--- src/rtl/ekf_pkg.sv ---
// ekf_pkg: shared FSM state enum, frame geometry and default sync bytes for the EKF result transmitter
package ekf_pkg;
  typedef enum logic [2:0] {ST_IDLE, ST_SYNC0, ST_SYNC1, ST_SEQ, ST_PAYLOAD, ST_CSUM} state_t;
  localparam int N_WORDS = 12;
  localparam int BYTES_PER_WORD = 4;
  localparam int PAYLOAD_BYTES = 48;
  localparam int FRAME_BYTES = 52;
  localparam int SHADOW_W = N_WORDS * 32;
  localparam logic [7:0] SYNC0_DEFAULT = 8'hA5;
  localparam logic [7:0] SYNC1_DEFAULT = 8'h5A;
endpackage

--- src/rtl/ekf_byte_mux.sv ---
// ekf_byte_mux: picks payload byte k (0..47, big-endian within each 32-bit word) from shadow; in shadow[383:0], k[5:0]; out b[7:0]
module ekf_byte_mux
  import ekf_pkg::*;
(
  input  logic [SHADOW_W-1:0] shadow,
  input  logic [5:0]          k,
  output logic [7:0]          b
);
  logic [8:0] off;
  always_comb begin
    off = {k[5:2], 5'b0} + {4'b0, ~k[1:0], 3'b0};
    b = (k[5:4] == 2'b11) ? 8'h00 : shadow[off +: 8];
  end
endmodule

--- src/rtl/ekf_result_tx.sv ---
// ekf_result_tx: captures Xf/Pf on start and streams A5 5A SEQ payload CSUM with valid/ready; in clk rst start xf_flat pf_flat tx_ready; out tx_data tx_valid tx_last busy overrun frame_seq
module ekf_result_tx
  import ekf_pkg::*;
#(
  parameter logic [7:0] SYNC0 = SYNC0_DEFAULT,
  parameter logic [7:0] SYNC1 = SYNC1_DEFAULT,
  parameter int WORD_W = 32
) (
  input  logic                clk,
  input  logic                rst,
  input  logic                start,
  input  logic [6*WORD_W-1:0] xf_flat,
  input  logic [6*WORD_W-1:0] pf_flat,
  output logic [7:0]          tx_data,
  output logic                tx_valid,
  input  logic                tx_ready,
  output logic                tx_last,
  output logic                busy,
  output logic                overrun,
  output logic [7:0]          frame_seq
);
  state_t state, state_n;
  logic [N_WORDS*WORD_W-1:0] shadow;
  logic [5:0] idx;
  logic [7:0] csum, pay;
  logic acc;
  ekf_byte_mux u_mux (.shadow(shadow), .k(idx), .b(pay));
  assign tx_valid = state != ST_IDLE;
  assign busy = tx_valid;
  assign tx_last = state == ST_CSUM;
  assign tx_data = state == ST_SYNC0   ? SYNC0 :
                   state == ST_SYNC1   ? SYNC1 :
                   state == ST_SEQ     ? frame_seq :
                   state == ST_PAYLOAD ? pay :
                   state == ST_CSUM    ? csum : 8'h00;
  always_comb begin
    state_n = state;
    acc = tx_valid && tx_ready;
    case (state)
      ST_IDLE:    state_n = start ? ST_SYNC0 : ST_IDLE;
      ST_SYNC0:   state_n = acc ? ST_SYNC1 : ST_SYNC0;
      ST_SYNC1:   state_n = acc ? ST_SEQ : ST_SYNC1;
      ST_SEQ:     state_n = acc ? ST_PAYLOAD : ST_SEQ;
      ST_PAYLOAD: state_n = (acc && idx == 6'(PAYLOAD_BYTES - 1)) ? ST_CSUM : ST_PAYLOAD;
      ST_CSUM:    state_n = acc ? ST_IDLE : ST_CSUM;
      default:    state_n = ST_IDLE;
    endcase
  end
  always_ff @(posedge clk) begin
    if (rst) begin
      state <= ST_IDLE;
      shadow <= '0;
      idx <= '0;
      csum <= '0;
      frame_seq <= '0;
      overrun <= 1'b0;
    end else begin
      state <= state_n;
      if (state == ST_IDLE && start) shadow <= {pf_flat, xf_flat};
      if (busy && start) overrun <= 1'b1;
      if (acc) begin
        idx <= state == ST_PAYLOAD ? idx + 6'd1 : 6'd0;
        csum <= state == ST_SYNC1 ? 8'h00 :
                (state == ST_SEQ || state == ST_PAYLOAD) ? csum + tx_data : csum;
        frame_seq <= state == ST_CSUM ? frame_seq + 8'd1 : frame_seq;
      end
    end
  end
endmodule

--- config.mk ---
export PLATFORM = sky130hd
export DESIGN_NAME = ekf_result_tx
export DESIGN_NICKNAME = d
export VERILOG_FILES = /design/src/rtl/ekf_pkg.sv /design/src/rtl/ekf_byte_mux.sv /design/src/rtl/ekf_result_tx.sv
export SDC_FILE = /design/constraint.sdc
export NUM_CORES = 1
export LEC_CHECK = 0
export CAP_MARGIN = 20
export CORE_MARGIN = 4
export CORE_UTILIZATION = 56
export CTS_BUF_LIST = sky130_fd_sc_hd__clkbuf_4
export DETAILED_ROUTE_END_ITERATION = 10
export PLACE_DENSITY_LB_ADDON = 0.12
export SETUP_SLACK_MARGIN = 0.15
export SYNTH_ARGS = -nofsm -noshare
export SYNTH_HDL_FRONTEND = slang
export SYNTH_SLANG_ARGS = --single-unit
--- constraint.sdc ---
create_clock -name clk -period 8.3 [get_ports clk]
set_input_delay 1.245 -clock clk [delete_from_list [all_inputs] [get_ports clk]]
set_output_delay 1.245 -clock clk [all_outputs]
set_load 0.05 [all_outputs]
**Clock nets**

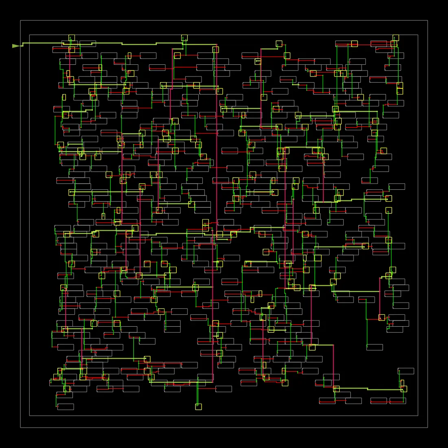
Insertion Delay late pin: 0.76 ns
Inserted Clock Buffers: 101
final worst clock skew: 0.05446 ns
Clock net power: 0.00157 W

**Sequential cells grouped by signal name**

Other sequential cells in the stronger grey, the rest of the logic in the fainter grey.
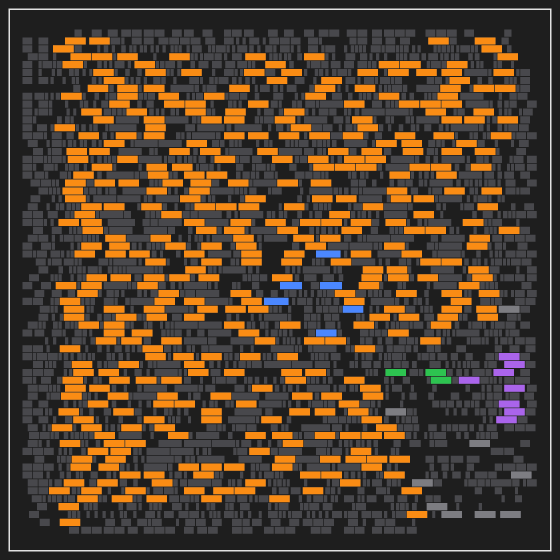
| colour | name in the netlist | sequential cells |
|---|---|---|
| green | state | 3 |
| orange | shadow | 384 |
| blue | idx | 6 |
| purple | frame_seq | 8 |

==> metrics.log <==
[flow] summary of implementation run
[metrics] outcome: completed
[metrics] number of nets in the synthesized netlist: 2449
[metrics] Largest area class, layout: combinational gates
[metrics] proportion of synthesized chip area in sequential cells: 0.4620
[metrics] net switching fraction of the power: 0.2857
[metrics] proportion of synthesized flip-flops having asynchronous set or reset: 0
[metrics] diode count: 6
[metrics] RSZ-0062 raised after global routing: false
[metrics] Pwr top: sequential cells
[metrics] core area: 30910 um^2
[metrics] final HPWL from detailed placement: 40890 um
[metrics] number of flip-flops under the largest register name: 384
[metrics] min-delay src: shadow[311]
[metrics] DRT Wirelength: 57350 um
[metrics] worst setup path start: idx[0]
[metrics] Top delay family on crit path: buffers and inverters
[metrics] clock net sink count: 410
[metrics] type of the tightest min-delay check: flip-flop to flip-flop
[metrics] non-clock buffering overhead in the final layout: 0.1848
[metrics] crit end category: output pin
[metrics] number of tapcells: 396
[metrics] global-route met2 utilization: 0.4947
[metrics] total I/O pin count: 408
[metrics] detailed-route vias per instance: 5.775
[metrics] area taken by flip-flops and latches: 8218 um^2
[metrics] upper clock frequency limit: 157.4 MHz
[metrics] overall power consumption: 0.004536 W
[metrics] required time of the critical path: 7.05 ns
[metrics] grt met1 use: 0.4141
[metrics] met3 global-route usage: 0.07856
[metrics] final design area excluding fillers: 22920 um^2
[metrics] area share of the leading cell type in the synthesized netlist: 0.4620
[metrics] CP Launch Type: flip-flop
[metrics] Die X: 186.1 um
[metrics] maximum number of pins on one net before global-route repair: 236
[metrics] final instance count without filler cells: 2866
[metrics] Multi-Input Combinational: 1460
[metrics] maximum fanout count along the critical path: 40
[metrics] buffer and inverter count on the worst path: 3
[metrics] placed standard-cell area: 21690 um^2
[metrics] Plain + repair buffers: 420
[metrics] critical path class: flip-flop to output pin
[metrics] post-synthesis share of cell area spent on and-or and or-and gates: 0.1313
[metrics] Yosys Instances: 2051
[metrics] clock period minus final worst setup slack: 6.353 ns
[metrics] library cell contributing the largest single delay on the critical path: sky130_fd_sc_hd__clkdlybuf4s50_1
[metrics] most frequent logic cell in the layout: sky130_fd_sc_hd__nand2_1
[metrics] total DRC errors in the routed layout: 0
[metrics] setup slack on the worst flop-to-flop path: 2.93 ns
[metrics] htree depth: 3
[metrics] clock-cell share of area: 0.05083
[metrics] Reg clk slew, reported paths: 0.07 ns
[metrics] tool warnings: 33
[metrics] YS chip area: 17770 um^2
[metrics] Int Power: 0.003240 W
[metrics] vias: 16550
[metrics] count of distinct cell types in the synthesized netlist: 51
[metrics] uppermost routed layer: met5
[metrics] total of cells resized after clock tree synthesis: 0
[metrics] clock tree from TritonCTS: built
[metrics] measured slew at the worst slew-check pin: 1.272 ns
[metrics] Clk network pwr share: 0.347
**Clock wires, drivers and flops**

The bar under the picture is 50 um long.
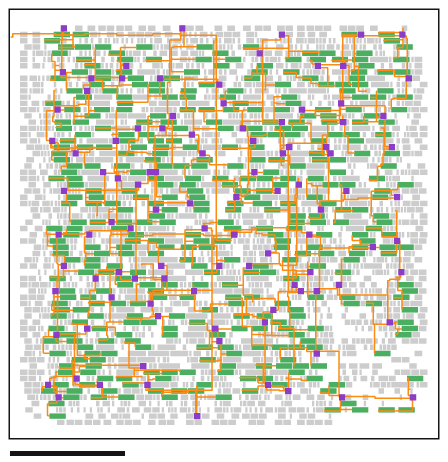
[purple] cells driving clock nets | count: 101
[green] flip-flops | count: 410
[orange] clock wires | length: 5210 um
flops lie: all over the die

Power figures rest on the tool's default switching activity, not on a simulated workload.
